### The metal 1 layer

The bar under the picture is 50 µm long. Supply wires on this layer in grey.
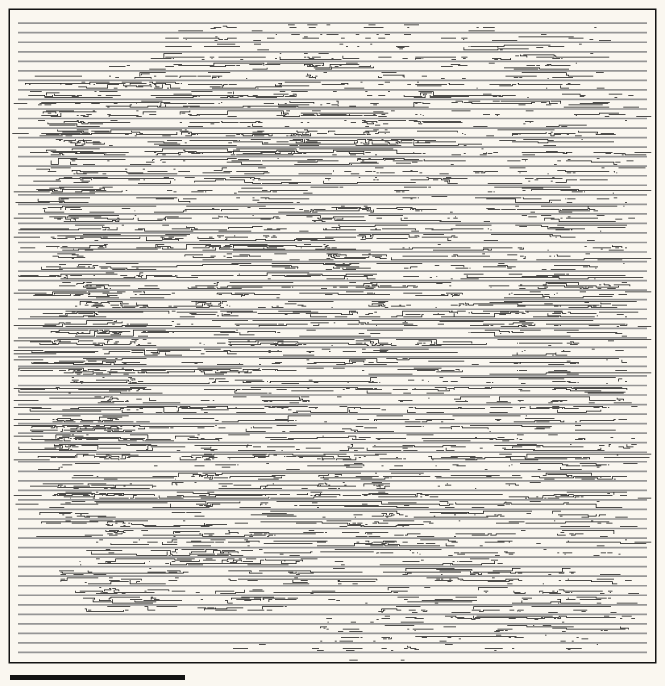
### M2 wires

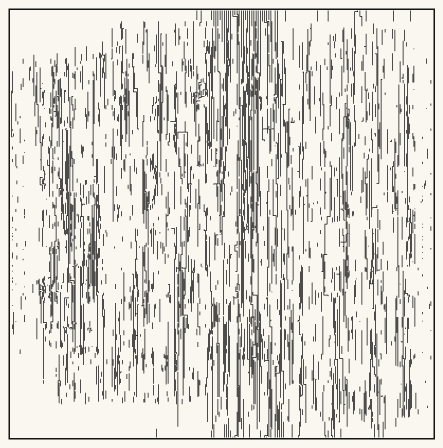
## src/rtl/cpu_pkg.sv

```systemverilog
// Shared CPU definitions: datapath width, NOP encoding, fetch entry payload.
package cpu_pkg;

   localparam int unsigned XLEN = 32;

   // addi x0, x0, 0
   localparam logic [XLEN-1:0] NOP_INSTR = 32'h0000_0013;

   // One fetched instruction together with the address it came from
   typedef struct packed {
      logic [XLEN-1:0] pc;
      logic [XLEN-1:0] instr;
   } instr_entry_t;

   // Sequential next PC, wrapping at 2^XLEN
   function automatic logic [XLEN-1:0] next_pc(input logic [XLEN-1:0] pc);
      return pc + XLEN'(4);
   endfunction

   // Force an address onto a word boundary
   function automatic logic [XLEN-1:0] align_word(input logic [XLEN-1:0] addr);
      return addr & ~XLEN'(3);
   endfunction

endpackage

```

## src/rtl/instr_prefetch_unit_fifo.sv

```systemverilog
// prefetch_fifo: synchronous FIFO of fetched {pc, instr} entries.
// Flush has priority over push and pop; pop on empty and push on full are ignored.
module prefetch_fifo
   import cpu_pkg::*;
#(
   parameter int unsigned DEPTH = 4
) (
   input  logic                   clk,
   input  logic                   rst,
   input  logic                   push,
   input  instr_entry_t           push_data,
   input  logic                   pop,
   input  logic                   flush,
   output instr_entry_t           head,
   output logic [$clog2(DEPTH):0] count,
   output logic                   full,
   output logic                   empty
);

   localparam int unsigned AW = $clog2(DEPTH);
   localparam logic [AW:0] FULL_COUNT = (AW+1)'(DEPTH);

   instr_entry_t  mem [DEPTH];
   logic [AW-1:0] rd_ptr;
   logic [AW-1:0] wr_ptr;
   logic          do_push;
   logic          do_pop;

   // Qualify requests against occupancy
   always_comb begin
      empty   = (count == '0);
      full    = (count == FULL_COUNT);
      do_pop  = pop & ~empty;
      do_push = push & (~full | do_pop);
      head    = mem[rd_ptr];
   end

   // Pointer and occupancy tracking
   always_ff @(posedge clk) begin
      if (!rst) begin
         rd_ptr <= '0;
         wr_ptr <= '0;
         count  <= '0;
      end else if (flush) begin
         rd_ptr <= '0;
         wr_ptr <= '0;
         count  <= '0;
      end else begin
         if (do_push) wr_ptr <= wr_ptr + AW'(1);
         if (do_pop)  rd_ptr <= rd_ptr + AW'(1);
         count <= count + (AW+1)'(do_push) - (AW+1)'(do_pop);
      end
   end

   // Entry storage; contents are don't-care until written
   always_ff @(posedge clk) begin
      if (do_push && !flush) mem[wr_ptr] <= push_data;
   end

endmodule

```

## src/rtl/instr_prefetch_unit.sv

```systemverilog
// instr_prefetch_unit: handshaked instruction prefetcher for the fetch stage.
// Optional feature macro: PREFETCH_BYPASS_EN (response forwarded straight to
// the outputs when nothing is buffered, saving a cycle of fetch latency).
module instr_prefetch_unit
   import cpu_pkg::*;
#(
   parameter int unsigned     FIFO_DEPTH = 4,
   parameter logic [XLEN-1:0] RESET_PC   = 32'h0000_0000
) (
   input  logic            clk,
   input  logic            rst,
   output logic            imem_req_valid,
   input  logic            imem_req_ready,
   output logic [XLEN-1:0] imem_req_addr,
   input  logic            imem_rsp_valid,
   input  logic [XLEN-1:0] imem_rsp_data,
   input  logic            StallF,
   input  logic            PCSrcE,
   input  logic [XLEN-1:0] PCTargetE,
   output logic [XLEN-1:0] InstrF,
   output logic [XLEN-1:0] PCF,
   output logic [XLEN-1:0] PCPlus4F,
   output logic            InstrValidF
);

   localparam int unsigned    CNT_W   = $clog2(FIFO_DEPTH) + 1;
   localparam logic [CNT_W:0] CREDITS = (CNT_W+1)'(FIFO_DEPTH);

   logic [XLEN-1:0]  fetch_pc;
   logic [XLEN-1:0]  expected_pc;
   logic [CNT_W-1:0] out_cnt;
   logic [CNT_W-1:0] drop_cnt;
   logic [CNT_W-1:0] fifo_count;
   logic [CNT_W:0]   in_use;
   logic             run;

   instr_entry_t     head;
   instr_entry_t     push_entry;
   logic             fifo_full;
   logic             fifo_empty;
   logic             push;
   logic             take;
   logic             accept;
   logic             rsp_keep;
   logic             bypass;

   // Request side: issue while buffered + live in-flight slots leave room
   always_comb begin
      in_use         = (CNT_W+1)'(fifo_count) + (CNT_W+1)'(out_cnt) - (CNT_W+1)'(drop_cnt);
      imem_req_valid = run & (in_use < CREDITS);
      imem_req_addr  = fetch_pc;
      accept         = imem_req_valid & imem_req_ready;
   end

   // Same-cycle forwarding of a response into an empty buffer
   always_comb begin
`ifdef PREFETCH_BYPASS_EN
      bypass = fifo_empty & imem_rsp_valid & (drop_cnt == '0);
`else
      bypass = 1'b0;
`endif
   end

   // Fetch/decode boundary: head entry, forwarded response, or bubble
   always_comb begin
      InstrValidF = 1'b0;
      InstrF      = NOP_INSTR;
      PCF         = expected_pc;
      if (!fifo_empty) begin
         InstrValidF = 1'b1;
         InstrF      = head.instr;
         PCF         = head.pc;
      end else if (bypass) begin
         InstrValidF = 1'b1;
         InstrF      = imem_rsp_data;
      end
      PCPlus4F = next_pc(PCF);
   end

   // Consume and capture decisions
   always_comb begin
      take             = InstrValidF & ~StallF;
      rsp_keep         = imem_rsp_valid & ~PCSrcE & (drop_cnt == '0);
      push             = rsp_keep & ~fifo_full & ~(bypass & take);
      push_entry.pc    = expected_pc;
      push_entry.instr = imem_rsp_data;
   end

   prefetch_fifo #(
      .DEPTH     (FIFO_DEPTH)
   ) u_fifo (
      .clk       (clk),
      .rst       (rst),
      .push      (push),
      .push_data (push_entry),
      .pop       (take),
      .flush     (PCSrcE),
      .head      (head),
      .count     (fifo_count),
      .full      (fifo_full),
      .empty     (fifo_empty)
   );

   // Fetch address, response bookkeeping and redirect recovery
   always_ff @(posedge clk) begin
      if (!rst) begin
         run         <= 1'b0;
         fetch_pc    <= RESET_PC;
         expected_pc <= RESET_PC;
         out_cnt     <= '0;
         drop_cnt    <= '0;
      end else begin
         run     <= 1'b1;
         out_cnt <= out_cnt + CNT_W'(accept) - CNT_W'(imem_rsp_valid);
         if (PCSrcE) begin
            // Everything still in flight, including this cycle's response, is wrong-path
            fetch_pc    <= align_word(PCTargetE);
            expected_pc <= align_word(PCTargetE);
            drop_cnt    <= out_cnt + CNT_W'(accept) - CNT_W'(imem_rsp_valid);
         end else begin
            if (accept) fetch_pc <= next_pc(fetch_pc);
            if (imem_rsp_valid) begin
               if (drop_cnt != '0) drop_cnt    <= drop_cnt - CNT_W'(1);
               else                expected_pc <= next_pc(expected_pc);
            end
         end
      end
   end

endmodule

```

## config.mk

```make
export PLATFORM = sky130hd
export DESIGN_NAME = instr_prefetch_unit
export DESIGN_NICKNAME = d
export VERILOG_FILES = /design/src/rtl/cpu_pkg.sv /design/src/rtl/instr_prefetch_unit_fifo.sv /design/src/rtl/instr_prefetch_unit.sv
export SDC_FILE = /design/constraint.sdc
export NUM_CORES = 1
export LEC_CHECK = 0
export CAP_MARGIN = 20
export CELL_PAD_IN_SITES_DETAIL_PLACEMENT = 0
export CELL_PAD_IN_SITES_GLOBAL_PLACEMENT = 1
export CORE_AREA = 2 2 182 184
export DETAILED_ROUTE_END_ITERATION = 8
export DIE_AREA = 0 0 184 186
export PLACE_DENSITY_LB_ADDON = 0.1
export SYNTH_ARGS = -nofsm -noshare
export SYNTH_HDL_FRONTEND = slang
export SYNTH_SLANG_ARGS = --single-unit
```

## constraint.sdc

```tcl
create_clock -name clk -period 5.25 [get_ports clk]
set_input_delay 1.05 -clock clk [delete_from_list [all_inputs] [get_ports clk]]
set_output_delay 1.05 -clock clk [all_outputs]
set_load 0.02 [all_outputs]
```

==> results.env <==
CLOCK_POWER_SHARE_PCT=34.9
DESIGN_POWER_TOTAL_mW=6.79
MAXCAPVIOLATIONS=0
ROUTE.ANTENNA.REMAINING_NETS=0
DESIGN_AREA_UM2=17800
END_KIND='output pin'
HOLD_PATH.STARTPOINT='u_fifo.rd_ptr[0]'
FINAL_NETS=1304
INITIAL_STANDARD_CELL_UTILIZATION_OF_THE_CORE_PCT=44.4
DETAILEDPLACEMENTHPWL_UM=21300
DETAIL_ROUTE.ITER0.VIOLATIONS=480
SETUP_VIOL=0
SYNTH_DOMINANT_CELL_COUNT='edfxtp_1'
ROUTABILITY_DRIVEN_PLACEMENT_CONGESTION_RATIO=0.779
GRT_FIRST_PASS_WIRELENGTH_UM=49300
FP.DIEAREA_UM2=34200
PLACEMENT.IO_BUFFERS=191
ROWS=66
SYNTH-ASYNC-RESET-RATIO_PCT=0
FINISH.CELL_COUNT_WITHOUT_FILLERS=1643
DRT_DRC_VIOLATIONS_LEFT=0
TIGHTEST_SLEW_NS=1.01
POWER.SHARE.SWITCHING_PCT=27.1
RUN_STATUS='finished clean'
CLOCK_CELL_AREA_SHARE_PCT=6.21
WHS_PATH_DEPTH=2
WORST_R2R_STARTPOINT='u_fifo.count[1]'
REG2REG_TO='drop_cnt[2]'
WORSTPATHBUFFERINVERTERCOUNT=1
SWITCHING_PWR_mW=1.84
NFLOPSANDLATCHES=324
FINAL-COMB-AREA_UM2=4980
GR-TOTAL-OVERFLOW=0
GATES_RESIZED_CTS_REPAIR=0
FIN_WS_NS=0.379
FILLER_CELL_COUNT=2723
YOSYS_REG_BITS=324
SYNTH-CELLS-YOSYS=1011
SYNTH.YOSYS.WARNINGS=0
CTS_INSERTED_BUFFERS=35
SYN-MEAN-INSTANCE-AREA_UM2=14.1
PATH_MAX_FANOUT=8
CTS_SINKS=324
Back to the opening pictures, 'The metal 1 layer':
longest straight run = 63.0 µm
share of all routed wire = 48%
Routed Wire Length: 31,800 µm
via count: 8,673
met1 usage: 26.9%

Back to the opening pictures, 'M2 wires':
longest straight run = 68.3 µm
share of all routed wire = 46%
main direction = vertical
wire length on this layer = 14,600 µm
global routing usage on met2: 30.0%

==> logic make-up (layout without fill, tap and decap cells) <==
logic type | Yosys count | count (layout) | synth area share [%]
mux | 73 | 73 | 10.9
buf+inv | 81 | 300 | 2.69
simple gates | 295 | 295 | 10.8
fa+ha+maj | 20 | 20 | 1.96
other cells | 1 | 6 | 0.0262
flops | 324 | 324 | 62.7
compound gates | 126 | 126 | 5.43
xor+xnor | 91 | 91 | 5.57
==> per-layer routing <==
metal / GRT usage, % / up-vias / routed length [µm]
met1: 26.9 / 4214 / 15100
met5: 0 / - / 0
met4: 4.58 / 0 / 521
li1: - / 4185 / -
met3: 3.19 / 38 / 1570
met2: 30.0 / 236 / 14600
